<file path="src/rtl/keypad_entry_sequencer.sv">
`default_nettype none
// ============================================================================
//  Module      : keypad_entry_sequencer
//  Description : Collects debounced keypad codes into an 8-digit BCD buffer
//                with per-digit decimal points. Supports backspace, clear
//                and an idle timeout. Hands the buffer to the system
//                controller through a valid/ready commit.
//  Revision    : 1.0 - initial release
// ============================================================================
module keypad_entry_sequencer #(
  parameter int MAX_DIGITS     = 8,
  parameter int TIMEOUT_CYCLES = 10000000
) (
  input  logic        clk,
  input  logic        rst,
  input  logic        key_valid,
  input  logic [3:0]  key_code,
  input  logic        commit_ready,
  output logic [31:0] number,
  output logic [7:0]  dp_list,
  output logic [7:0]  digit_en,
  output logic        commit_valid,
  output logic [31:0] commit_number,
  output logic [7:0]  commit_dp,
  output logic [1:0]  entry_state,
  output logic        err_pulse
);

  // State encoding, also presented directly on entry_state
  localparam logic [1:0] S_IDLE   = 2'd0;
  localparam logic [1:0] S_ENTRY  = 2'd1;
  localparam logic [1:0] S_COMMIT = 2'd2;

  // Key codes
  localparam logic [3:0] K_DP    = 4'hA;
  localparam logic [3:0] K_BACK  = 4'hB;
  localparam logic [3:0] K_CLEAR = 4'hC;
  localparam logic [3:0] K_ENTER = 4'hD;

  // Buffer capacity in digits
  localparam logic [3:0] C_FULL = 4'(MAX_DIGITS);

  // Idle counter width; it only needs to reach TIMEOUT_CYCLES-1
  localparam int          TW     = (TIMEOUT_CYCLES > 2) ? $clog2(TIMEOUT_CYCLES) : 1;
  localparam logic [TW-1:0] C_TMAX = TW'(TIMEOUT_CYCLES - 1);

  logic [1:0]    r_state;
  logic [1:0]    w_state_nxt;
  logic [3:0]    r_count;
  logic [3:0]    w_count_nxt;
  logic [TW-1:0] r_timer;
  logic [TW-1:0] w_timer_nxt;

  logic [31:0]   w_number_nxt;
  logic [7:0]    w_dp_nxt;
  logic [7:0]    w_en_nxt;
  logic          w_cv_nxt;
  logic [31:0]   w_cnum_nxt;
  logic [7:0]    w_cdp_nxt;
  logic          w_err_nxt;

  // Key decode. Keys are only honoured outside COMMIT.
  logic w_key;
  logic w_is_digit;
  logic w_empty;
  logic w_dig_ok, w_dig_err;
  logic w_dp_ok, w_dp_err;
  logic w_bs_dp, w_bs_shift, w_bs_err;
  logic w_clr;
  logic w_ent_ok, w_ent_err;
  logic w_expire;
  logic w_xfer;

  assign w_key      = key_valid && (r_state != S_COMMIT);
  assign w_is_digit = (key_code <= 4'd9);
  assign w_empty    = (r_count == 4'd0);

  assign w_dig_ok   = w_key && w_is_digit && (r_count <  C_FULL);
  assign w_dig_err  = w_key && w_is_digit && (r_count >= C_FULL);

  // Only one decimal point may exist in the buffer at a time
  assign w_dp_ok    = w_key && (key_code == K_DP) && !w_empty && (dp_list == 8'h00);
  assign w_dp_err   = w_key && (key_code == K_DP) && !w_dp_ok;

  // Backspace removes a trailing decimal point before removing a digit
  assign w_bs_dp    = w_key && (key_code == K_BACK) && dp_list[0];
  assign w_bs_shift = w_key && (key_code == K_BACK) && !dp_list[0] && !w_empty;
  assign w_bs_err   = w_key && (key_code == K_BACK) && !dp_list[0] && w_empty;

  assign w_clr      = w_key && (key_code == K_CLEAR);
  assign w_ent_ok   = w_key && (key_code == K_ENTER) && !w_empty;
  assign w_ent_err  = w_key && (key_code == K_ENTER) && w_empty;

  // A keypress in the expiry cycle takes priority over the timeout
  assign w_expire   = (r_state == S_ENTRY) && !key_valid && (r_timer == C_TMAX);
  assign w_xfer     = (r_state == S_COMMIT) && commit_valid && commit_ready;

  assign entry_state = r_state;

  // State register
  always_ff @(posedge clk) begin
    if (rst) begin
      r_state <= S_IDLE;
    end else begin
      r_state <= w_state_nxt;
    end
  end

  // Next-state logic
  always_comb begin
    w_state_nxt = r_state;
    case (r_state)
      S_IDLE, S_ENTRY: begin
        if (w_dig_ok) begin
          w_state_nxt = S_ENTRY;
        end else if (w_bs_shift && (r_count == 4'd1)) begin
          w_state_nxt = S_IDLE;
        end else if (w_clr || w_expire) begin
          w_state_nxt = S_IDLE;
        end else if (w_ent_ok) begin
          w_state_nxt = S_COMMIT;
        end
      end
      S_COMMIT: begin
        if (w_xfer) begin
          w_state_nxt = S_IDLE;
        end
      end
      default: w_state_nxt = S_IDLE;
    endcase
  end

  // Next values for the buffer, commit registers, error pulse and idle timer
  always_comb begin
    w_number_nxt = number;
    w_dp_nxt     = dp_list;
    w_en_nxt     = digit_en;
    w_count_nxt  = r_count;
    w_cv_nxt     = commit_valid;
    w_cnum_nxt   = commit_number;
    w_cdp_nxt    = commit_dp;
    w_err_nxt    = w_dig_err || w_dp_err || w_bs_err || w_ent_err;

    if (w_xfer || w_clr || w_expire) begin
      w_number_nxt = 32'h0;
      w_dp_nxt     = 8'h00;
      w_en_nxt     = 8'h00;
      w_count_nxt  = 4'd0;
      if (w_xfer) begin
        w_cv_nxt = 1'b0;
      end
    end else if (w_dig_ok) begin
      w_number_nxt = {number[27:0], key_code};
      w_dp_nxt     = {dp_list[6:0], 1'b0};
      w_en_nxt     = {digit_en[6:0], 1'b1};
      w_count_nxt  = r_count + 4'd1;
    end else if (w_dp_ok) begin
      w_dp_nxt     = dp_list | 8'h01;
    end else if (w_bs_dp) begin
      w_dp_nxt     = dp_list & 8'hFE;
    end else if (w_bs_shift) begin
      w_number_nxt = {4'h0, number[31:4]};
      w_dp_nxt     = {1'b0, dp_list[7:1]};
      w_en_nxt     = {1'b0, digit_en[7:1]};
      w_count_nxt  = r_count - 4'd1;
    end else if (w_ent_ok) begin
      w_cnum_nxt   = number;
      w_cdp_nxt    = dp_list;
      w_cv_nxt     = 1'b1;
    end

    // The idle timer only advances while editing and restarts on any key
    if ((r_state != S_ENTRY) || key_valid || w_expire) begin
      w_timer_nxt = '0;
    end else begin
      w_timer_nxt = r_timer + TW'(1);
    end
  end

  // Registered outputs and datapath state
  always_ff @(posedge clk) begin
    if (rst) begin
      number        <= 32'h0;
      dp_list       <= 8'h00;
      digit_en      <= 8'h00;
      r_count       <= 4'd0;
      r_timer       <= '0;
      commit_valid  <= 1'b0;
      commit_number <= 32'h0;
      commit_dp     <= 8'h00;
      err_pulse     <= 1'b0;
    end else begin
      number        <= w_number_nxt;
      dp_list       <= w_dp_nxt;
      digit_en      <= w_en_nxt;
      r_count       <= w_count_nxt;
      r_timer       <= w_timer_nxt;
      commit_valid  <= w_cv_nxt;
      commit_number <= w_cnum_nxt;
      commit_dp     <= w_cdp_nxt;
      err_pulse     <= w_err_nxt;
    end
  end

endmodule
`default_nettype wire
</file>
<file path="config.mk">
export PLATFORM = sky130hd
export DESIGN_NAME = keypad_entry_sequencer
export DESIGN_NICKNAME = d
export VERILOG_FILES = /design/src/rtl/keypad_entry_sequencer.sv
export SDC_FILE = /design/constraint.sdc
export NUM_CORES = 1
export LEC_CHECK = 0
export ABC_AREA = 1
export CAP_MARGIN = 20
export CORE_MARGIN = 4
export CORE_UTILIZATION = 38
export CTS_CLUSTER_DIAMETER = 40
export DETAILED_ROUTE_END_ITERATION = 6
export GPL_ROUTABILITY_DRIVEN = 0
export SLEW_MARGIN = 0
export SYNTH_ARGS = -nofsm -noshare
export SYNTH_HDL_FRONTEND = slang
export SYNTH_SLANG_ARGS = --single-unit
</file>
<file path="constraint.sdc">
create_clock -name clk -period 2.6 [get_ports clk]
set_clock_uncertainty 0.2 [all_clocks]
set_input_delay 0.78 -clock clk [delete_from_list [all_inputs] [get_ports clk]]
set_output_delay 0.78 -clock clk [all_outputs]
set_load 0.01 [all_outputs]
</file>
Figure 1. PDN straps and rails.
Bar = 50 microns. Pins as bars on the die edge. Tap cells in grey.
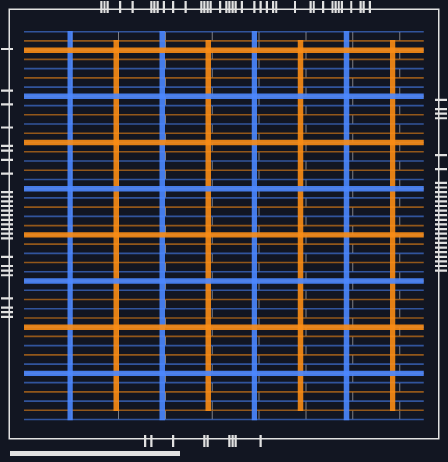
VSS: shown in blue. VDD: shown in orange.
8 straps on met5. 100 signal pins sit on the boundary. 43 met1 rails follow the rows. 176 tap cells. The core has 42 rows.
VDD IR-drop max: 0.403 mV
Die Ht: 126 microns

Figure 2. Cells coloured by class.
Bar = 50 microns.
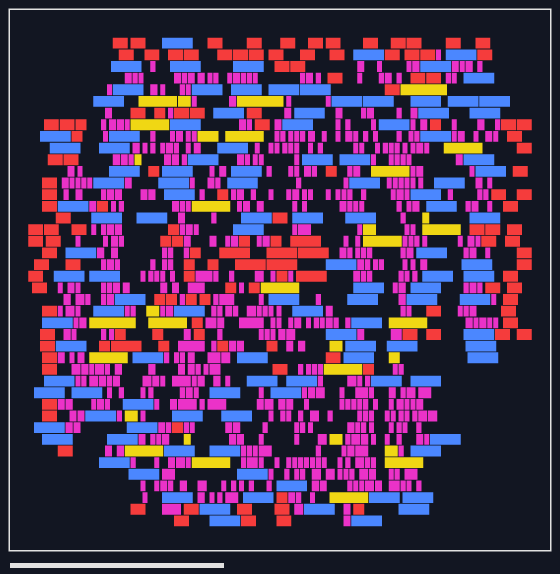
other buffers and delay cells: shown in red, cells 143, share of their area 20%. flip-flops: shown in blue, cells 120, share of their area 34%. clock drivers and dummy loads: shown in yellow, cells 32, share of their area 8.6%. all other logic: shown in magenta, cells 610, share of their area 38%.
post-layout util: 0.547
CORE AREA: 0.0135 sq mm
Design Area, Final: 0.00736 sq mm
flop share of the area: 0.326
# rows: 42

Figure 3. Clock distribution.
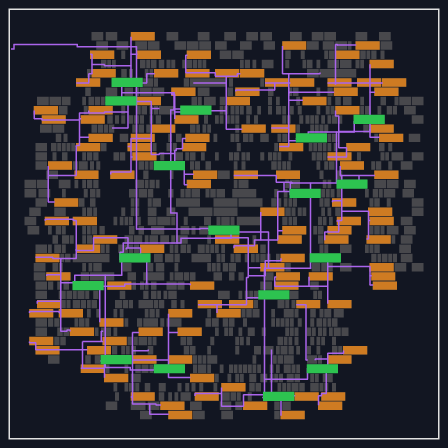
flip-flops: shown in orange, count 120. clock wires: shown in purple, length 1620 microns. cells driving clock nets: shown in green, count 17.
Position of the flops: widely spread. There are 18 routed clock nets.
latest clock arrival within the worst-skew pair: 0.42 ns
Clock group: 2420 uW
clock share of power: 0.518

Figure 4. Signal wires by layer.
Bar = 50 microns. Only two layers are drawn.
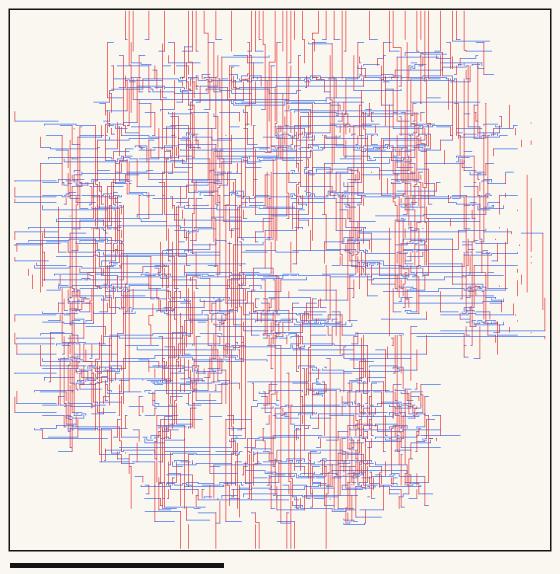
met2: shown in red, wire length 7220 microns. met1: shown in blue, wire length 6810 microns.
Vias: 5331
total global-route track usage: 0.191

==> CHANGELOG.md <==
### Implementation results

- RR Startpoint: r_count[0]
- Dominant kind of cell: multi-input combinational cells
- Worst Tran Pin Value: 0.345 ns
- Final Power: 4670 uW
- Pint: 3550 uW
- Largest net degree at the start of global routing: 36
- Routed wl met2: 7.22 mm
- RSZ-0062 raised after global routing: no
- P_comb: 366 uW
- CP Capture Type: primary output
- Routed vias/inst: 4.93
- Most instantiated logic cells after routing: nand2_1 (281), dfxtp_1 (120), a21oi_1 (100), clkdlybuf4s50_1 (99), nor2_1 (66)
- Most numerous logic cell after layout: nand2_1
- Post-CTS sizing: 0
- Clock buffer cells: 18
- Comb/total area: 0.342
- Status: finished, final reports clean
- Log Warnings: 28
- Number of buffers inserted by port buffering: 99
- R2R setup slack: 0.55 ns
- Root buf cell: clkbuf_16
- TritonCTS clock tree: built
- Switch Pwr: 1120 uW
-- cells in the mapped netlist (all sizes together) --
library cell / count / area (sq um)
a211oi: 1 / 7.51
a21oi: 102 / 526
and3: 1 / 6.26
buf: 22 / 139
clkbuf: 13 / 48.8
clkinv: 2 / 7.51
dfxtp: 120 / 2400
ha: 4 / 50.1
inv: 48 / 180
nand2: 282 / 1070
nand3: 23 / 133
nand4: 8 / 50.1
nor2: 70 / 278
nor3: 5 / 25.0
nor3b: 4 / 30.0
nor4: 2 / 12.5
o21ai: 37 / 185
o22ai: 4 / 25.0
or2: 8 / 50.1
or3: 1 / 6.26
xnor2: 3 / 26.3
xor2: 5 / 43.8
No activity file was given, so power comes from the tool's default toggle rates.
